**src/rtl/stopwatch_core_param_if.sv**
```systemverilog
// Control, status and display signals of the stopwatch core, bundled so the
// core and whatever drives it share one definition of the port widths.
interface stopwatch_core_param_if #(
  parameter int NUM_DIGITS = 5
);
  logic                    start;
  logic                    pause;
  logic                    conti;
  logic                    lap;
  logic                    mode_down;
  logic [4*NUM_DIGITS-1:0] preset;
  logic [NUM_DIGITS:0]     scan_sel;
  logic [7:0]              seg;
  logic [4*NUM_DIGITS-1:0] count_bcd;
  logic                    running;
  logic                    done;

  modport master (
    output start, pause, conti, lap, mode_down, preset,
    input  scan_sel, seg, count_bcd, running, done
  );

  modport slave (
    input  start, pause, conti, lap, mode_down, preset,
    output scan_sel, seg, count_bcd, running, done
  );
endinterface

```
**src/rtl/stopwatch_core_param.sv**
```systemverilog
// Stopwatch / countdown timer counting NUM_DIGITS BCD digits, one step per
// TICK_DIV clocks, with pause/continue, lap freeze and a multiplexed
// seven-segment driver. Everything runs on clk; dividers only make enables.
module stopwatch_core_param #(
  parameter int          NUM_DIGITS   = 5,
  parameter int          TICK_DIV     = 1000000,
  parameter int          SCAN_DIV     = 10000,
  parameter logic [7:0]  PREFIX_GLYPH = 8'b10110110,
  parameter int          DP_POS       = 2
) (
  input  logic                   clk,
  input  logic                   rst,
  stopwatch_core_param_if.slave  sw
);

  localparam int CW      = 4 * NUM_DIGITS;
  localparam int SEL_W   = NUM_DIGITS + 1;
  localparam int PRESC_W = (TICK_DIV > 2) ? $clog2(TICK_DIV) : 1;
  localparam int SCAN_W  = (SCAN_DIV > 2) ? $clog2(SCAN_DIV) : 1;
  localparam int POS_W   = $clog2(NUM_DIGITS + 1);

  localparam logic [PRESC_W-1:0] PRESC_MAX = PRESC_W'(TICK_DIV - 1);
  localparam logic [SCAN_W-1:0]  SCAN_MAX  = SCAN_W'(SCAN_DIV - 1);
  localparam logic [POS_W-1:0]   POS_MAX   = POS_W'(NUM_DIGITS);

  typedef enum logic [1:0] {S_IDLE, S_RUN, S_PAUSED, S_DONE} state_t;

  state_t              state, state_n;
  logic [CW-1:0]       count, count_n;
  logic [CW-1:0]       lap_reg, lap_reg_n;
  logic                lap_hold, lap_hold_n;
  logic                mode_r, mode_n;
  logic [PRESC_W-1:0]  presc, presc_n;
  logic                running_r, done_r;
  logic [SCAN_W-1:0]   scan_cnt, scan_cnt_n;
  logic [POS_W-1:0]    pos, pos_n;
  logic [SEL_W-1:0]    scan_sel_r, scan_sel_n;
  logic [7:0]          seg_r, seg_n;
  logic [CW-1:0]       disp;
  logic [7:0]          glyph;

  function automatic logic [CW-1:0] bcd_inc(input logic [CW-1:0] v);
    logic [CW-1:0] r;
    logic          carry;
    r     = v;
    carry = 1'b1;
    for (int d = 0; d < NUM_DIGITS; d++) begin
      if (carry) begin
        if (v[4*d +: 4] >= 4'd9) begin
          r[4*d +: 4] = 4'd0;
        end else begin
          r[4*d +: 4] = v[4*d +: 4] + 4'd1;
          carry       = 1'b0;
        end
      end
    end
    return r;
  endfunction

  function automatic logic [CW-1:0] bcd_dec(input logic [CW-1:0] v);
    logic [CW-1:0] r;
    logic          borrow;
    r      = v;
    borrow = 1'b1;
    for (int d = 0; d < NUM_DIGITS; d++) begin
      if (borrow) begin
        if (v[4*d +: 4] == 4'd0) begin
          r[4*d +: 4] = 4'd9;
        end else begin
          r[4*d +: 4] = v[4*d +: 4] - 4'd1;
          borrow      = 1'b0;
        end
      end
    end
    return r;
  endfunction

  function automatic logic [CW-1:0] bcd_clamp(input logic [CW-1:0] v);
    logic [CW-1:0] r;
    r = v;
    for (int d = 0; d < NUM_DIGITS; d++) begin
      if (v[4*d +: 4] > 4'd9) r[4*d +: 4] = 4'd9;
    end
    return r;
  endfunction

  function automatic logic [7:0] decode(input logic [3:0] d);
    case (d)
      4'd0:    return 8'hFC;
      4'd1:    return 8'h60;
      4'd2:    return 8'hDA;
      4'd3:    return 8'hF2;
      4'd4:    return 8'h66;
      4'd5:    return 8'hB6;
      4'd6:    return 8'hBE;
      4'd7:    return 8'hE0;
      4'd8:    return 8'hFE;
      4'd9:    return 8'hF6;
      default: return 8'hFF;
    endcase
  endfunction

  // Next state of the timer: start beats pause beats conti, ticks step the count.
  always_comb begin
    state_n    = state;
    count_n    = count;
    presc_n    = presc;
    lap_hold_n = lap_hold;
    lap_reg_n  = lap_reg;
    mode_n     = mode_r;
    if (sw.start) begin
      mode_n     = sw.mode_down;
      presc_n    = '0;
      lap_hold_n = 1'b0;
      if (sw.mode_down) begin
        count_n = bcd_clamp(sw.preset);
        state_n = (count_n == '0) ? S_DONE : S_RUN;
      end else begin
        count_n = '0;
        state_n = S_RUN;
      end
    end else begin
      case (state)
        S_RUN: begin
          if (sw.pause) begin
            state_n = S_PAUSED;
          end else if (presc == PRESC_MAX) begin
            presc_n = '0;
            if (mode_r) begin
              count_n = bcd_dec(count);
              if (count_n == '0) state_n = S_DONE;
            end else begin
              count_n = bcd_inc(count);
            end
          end else begin
            presc_n = presc + PRESC_W'(1);
          end
        end
        S_PAUSED: begin
          if (sw.conti && !sw.pause) state_n = S_RUN;
        end
        default: begin
        end
      endcase
      if (sw.lap && (state == S_RUN || state == S_PAUSED)) begin
        lap_hold_n = ~lap_hold;
        if (!lap_hold) lap_reg_n = count_n;
      end
    end
  end

  // Timer state, count and lap registers plus the registered status flags.
  always_ff @(posedge clk) begin
    if (rst) begin
      state     <= S_IDLE;
      count     <= '0;
      presc     <= '0;
      lap_hold  <= 1'b0;
      lap_reg   <= '0;
      mode_r    <= 1'b0;
      running_r <= 1'b0;
      done_r    <= 1'b0;
    end else begin
      state     <= state_n;
      count     <= count_n;
      presc     <= presc_n;
      lap_hold  <= lap_hold_n;
      lap_reg   <= lap_reg_n;
      mode_r    <= mode_n;
      running_r <= (state_n == S_RUN);
      done_r    <= (state_n == S_DONE);
    end
  end

  // Scan divider: on each wrap move to the next position and latch its glyph.
  always_comb begin
    disp       = lap_hold ? lap_reg : count;
    scan_cnt_n = scan_cnt + SCAN_W'(1);
    pos_n      = pos;
    scan_sel_n = scan_sel_r;
    seg_n      = seg_r;
    glyph      = 8'h00;
    if (scan_cnt == SCAN_MAX) begin
      scan_cnt_n = '0;
      pos_n      = (pos == POS_MAX) ? '0 : pos + POS_W'(1);
      scan_sel_n = SEL_W'(1) << pos_n;
      seg_n      = PREFIX_GLYPH;
      for (int d = 0; d < NUM_DIGITS; d++) begin
        if (pos_n == POS_W'(d + 1)) begin
          glyph = decode(disp[4*d +: 4]);
          seg_n = {glyph[7:1], glyph[0] | (d == DP_POS)};
        end
      end
    end
  end

  // Display scan registers; free-running regardless of the timer state.
  always_ff @(posedge clk) begin
    if (rst) begin
      scan_cnt   <= '0;
      pos        <= '0;
      scan_sel_r <= SEL_W'(1);
      seg_r      <= PREFIX_GLYPH;
    end else begin
      scan_cnt   <= scan_cnt_n;
      pos        <= pos_n;
      scan_sel_r <= scan_sel_n;
      seg_r      <= seg_n;
    end
  end

  assign sw.count_bcd = count;
  assign sw.running   = running_r;
  assign sw.done      = done_r;
  assign sw.scan_sel  = scan_sel_r;
  assign sw.seg       = seg_r;

endmodule
```
**src/flat_wrapper.sv**
```systemverilog
// flat-port wrapper written by rule: the top's interface ports become plain ports
module stopwatch_core_param_flat 
#(
  parameter int          NUM_DIGITS   = 5,
  parameter int          TICK_DIV     = 1000000,
  parameter int          SCAN_DIV     = 10000,
  parameter logic [7:0]  PREFIX_GLYPH = 8'b10110110,
  parameter int          DP_POS       = 2
)
  (clk, rst, sw_start, sw_pause, sw_conti, sw_lap, sw_mode_down, sw_preset, sw_scan_sel, sw_seg, sw_count_bcd, sw_running, sw_done);
  stopwatch_core_param_if #(.NUM_DIGITS(NUM_DIGITS)) sw_i ();
  input  logic clk;
  input  logic rst;
  input wire logic [$bits(sw_i.start)-1:0] sw_start;
  input wire logic [$bits(sw_i.pause)-1:0] sw_pause;
  input wire logic [$bits(sw_i.conti)-1:0] sw_conti;
  input wire logic [$bits(sw_i.lap)-1:0] sw_lap;
  input wire logic [$bits(sw_i.mode_down)-1:0] sw_mode_down;
  input wire logic [$bits(sw_i.preset)-1:0] sw_preset;
  output wire logic [$bits(sw_i.scan_sel)-1:0] sw_scan_sel;
  output wire logic [$bits(sw_i.seg)-1:0] sw_seg;
  output wire logic [$bits(sw_i.count_bcd)-1:0] sw_count_bcd;
  output wire logic [$bits(sw_i.running)-1:0] sw_running;
  output wire logic [$bits(sw_i.done)-1:0] sw_done;
  assign sw_i.start = sw_start;
  assign sw_i.pause = sw_pause;
  assign sw_i.conti = sw_conti;
  assign sw_i.lap = sw_lap;
  assign sw_i.mode_down = sw_mode_down;
  assign sw_i.preset = sw_preset;
  assign sw_scan_sel = sw_i.scan_sel;
  assign sw_seg = sw_i.seg;
  assign sw_count_bcd = sw_i.count_bcd;
  assign sw_running = sw_i.running;
  assign sw_done = sw_i.done;
  stopwatch_core_param #(.NUM_DIGITS(NUM_DIGITS), .TICK_DIV(TICK_DIV), .SCAN_DIV(SCAN_DIV), .PREFIX_GLYPH(PREFIX_GLYPH), .DP_POS(DP_POS)) u_core (.clk(clk), .rst(rst), .sw(sw_i));
endmodule
```
**config.mk**
```make
export PLATFORM = sky130hd
export DESIGN_NAME = stopwatch_core_param_flat
export DESIGN_NICKNAME = d
export VERILOG_FILES = /design/src/rtl/stopwatch_core_param_if.sv /design/src/rtl/stopwatch_core_param.sv /design/src/flat_wrapper.sv
export SDC_FILE = /design/constraint.sdc
export NUM_CORES = 1
export LEC_CHECK = 0
export ABC_CLOCK_PERIOD_IN_PS = 2800
export CORE_ASPECT_RATIO = 1.1
export CORE_UTILIZATION = 53
export DETAILED_ROUTE_END_ITERATION = 8
export PLACE_DENSITY = 0.88
export SYNTH_ARGS = -nofsm -noshare
export SYNTH_HDL_FRONTEND = slang
export SYNTH_SLANG_ARGS = --single-unit
```
**constraint.sdc**
```tcl
create_clock -name clk -period 2.8 [get_ports clk]
set_input_delay 0.42 -clock clk [delete_from_list [all_inputs] [get_ports clk]]
set_output_delay 0.42 -clock clk [all_outputs]
set_load 0.01 [all_outputs]
```
==> impl_metrics.csv <==
group,metric,value,unit
floorplan,fp.coreArea,0.0121,mm2
sta,tightest_slew,758,ps
outcome,outcome,"complete, no violations",
placement,placed_cell_area,0.00772,mm2
route,routedWlPerCell,18.5,um
placement,dpl.cell_count,1081,
finish,final_util,66.5,%
finish,comb_area,0.00441,mm2
finish,sh_seq_area,24.1,%
finish,design_area,0.00807,mm2
sta,maxSlewHeadroom,49.3,%
worst_setup_path,slowest_stage,"or3b_2",
floorplan,fp_util,54.9,%
worst_setup_path,cpPeakStageDelay,540,ps
finish,buffers_excl_clock,123,
finish,area_delta_synth_final,21.1,%
sta,timing.hold.ws,442,ps
synthesis,synthCells,861,
run,maxCapViolations,0,
clocking,path_clk_slew,70,ps
sta,period_needed,2680,ps
sta,min_period_over_period,95.8,%
synthesis,edf_count,0,
worst_setup_path,required,3090,ps
worst_setup_path,crit_buf_inv,2,
finish,logic_gates,672,
worst_setup_path,arrival,2970,ps
finish,n_all_inverters,37,
finish,dominant_cells,"multi-input combinational cells",
synthesis,simple_gate_area_share,24.9,%
finish,fillers,1002,
clocking,clockBufferDepth,2,
sta,worst_slack,119,ps
synthesis,syn_nets,936,
-- path summary, 6_finish.rpt --
check / start / endpoint / slack (ps) / cells after the start
setup / recovery: u_core.sw.count_bcd[9]$_SDFF_PP0_ / u_core.sw.running$_SDFF_PP0_ / 120 / 10
hold / removal: u_core.scan_cnt[0]$_SDFF_PP0_ / u_core.scan_cnt[0]$_SDFF_PP0_ / 440 / 1
setup reg to reg: u_core.sw.count_bcd[9]$_SDFF_PP0_ / u_core.sw.running$_SDFF_PP0_ / 120 / 10
hold reg to reg: u_core.scan_cnt[0]$_SDFF_PP0_ / u_core.scan_cnt[0]$_SDFF_PP0_ / 440 / 1
-- power breakdown --
part	leakage (nW)	switching (mW)	internal [mW]	total [mW]
clock	0.140	0.611	0.623	1.23
combinational	2.14	0.404	0.295	0.699
sequential	0.786	0.0219	1.41	1.43
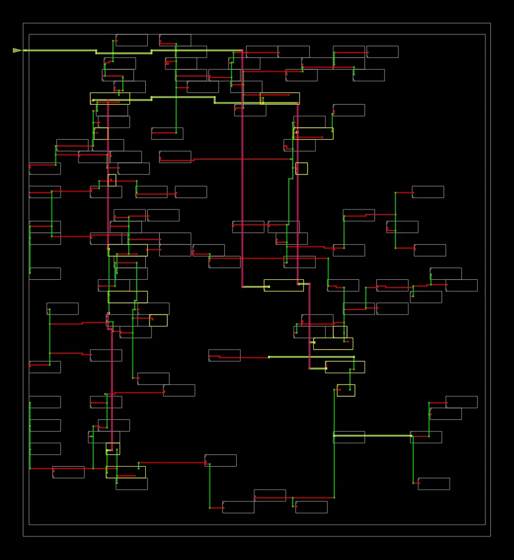
*The clock network*
Num CTS Buffers: 9
Clock Skew: 12.6 ps
# clock sinks: 97
Seq cells: 97
Clock Power: 1.23 mW

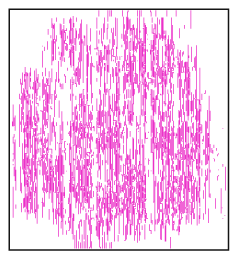
*M2 wires*
Scale: 2 px per um.
share of all routed wire: 47%
nets with wire on the layer: 852
Routed Wire Length: 20.4 mm
vias: 6941
met2 Resource Use GR: 51.8%

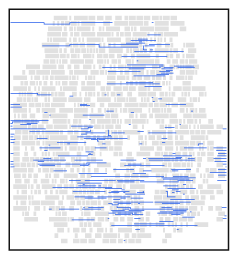
*Metal 3*
Scale: 2 px per um. Cells faint in the background.
nets with wire on the layer: 149
longest straight run: 42.8 um
main direction: horizontal
GRT met3 Usage: 5.11%

Power is estimated from default activity; no workload was simulated.
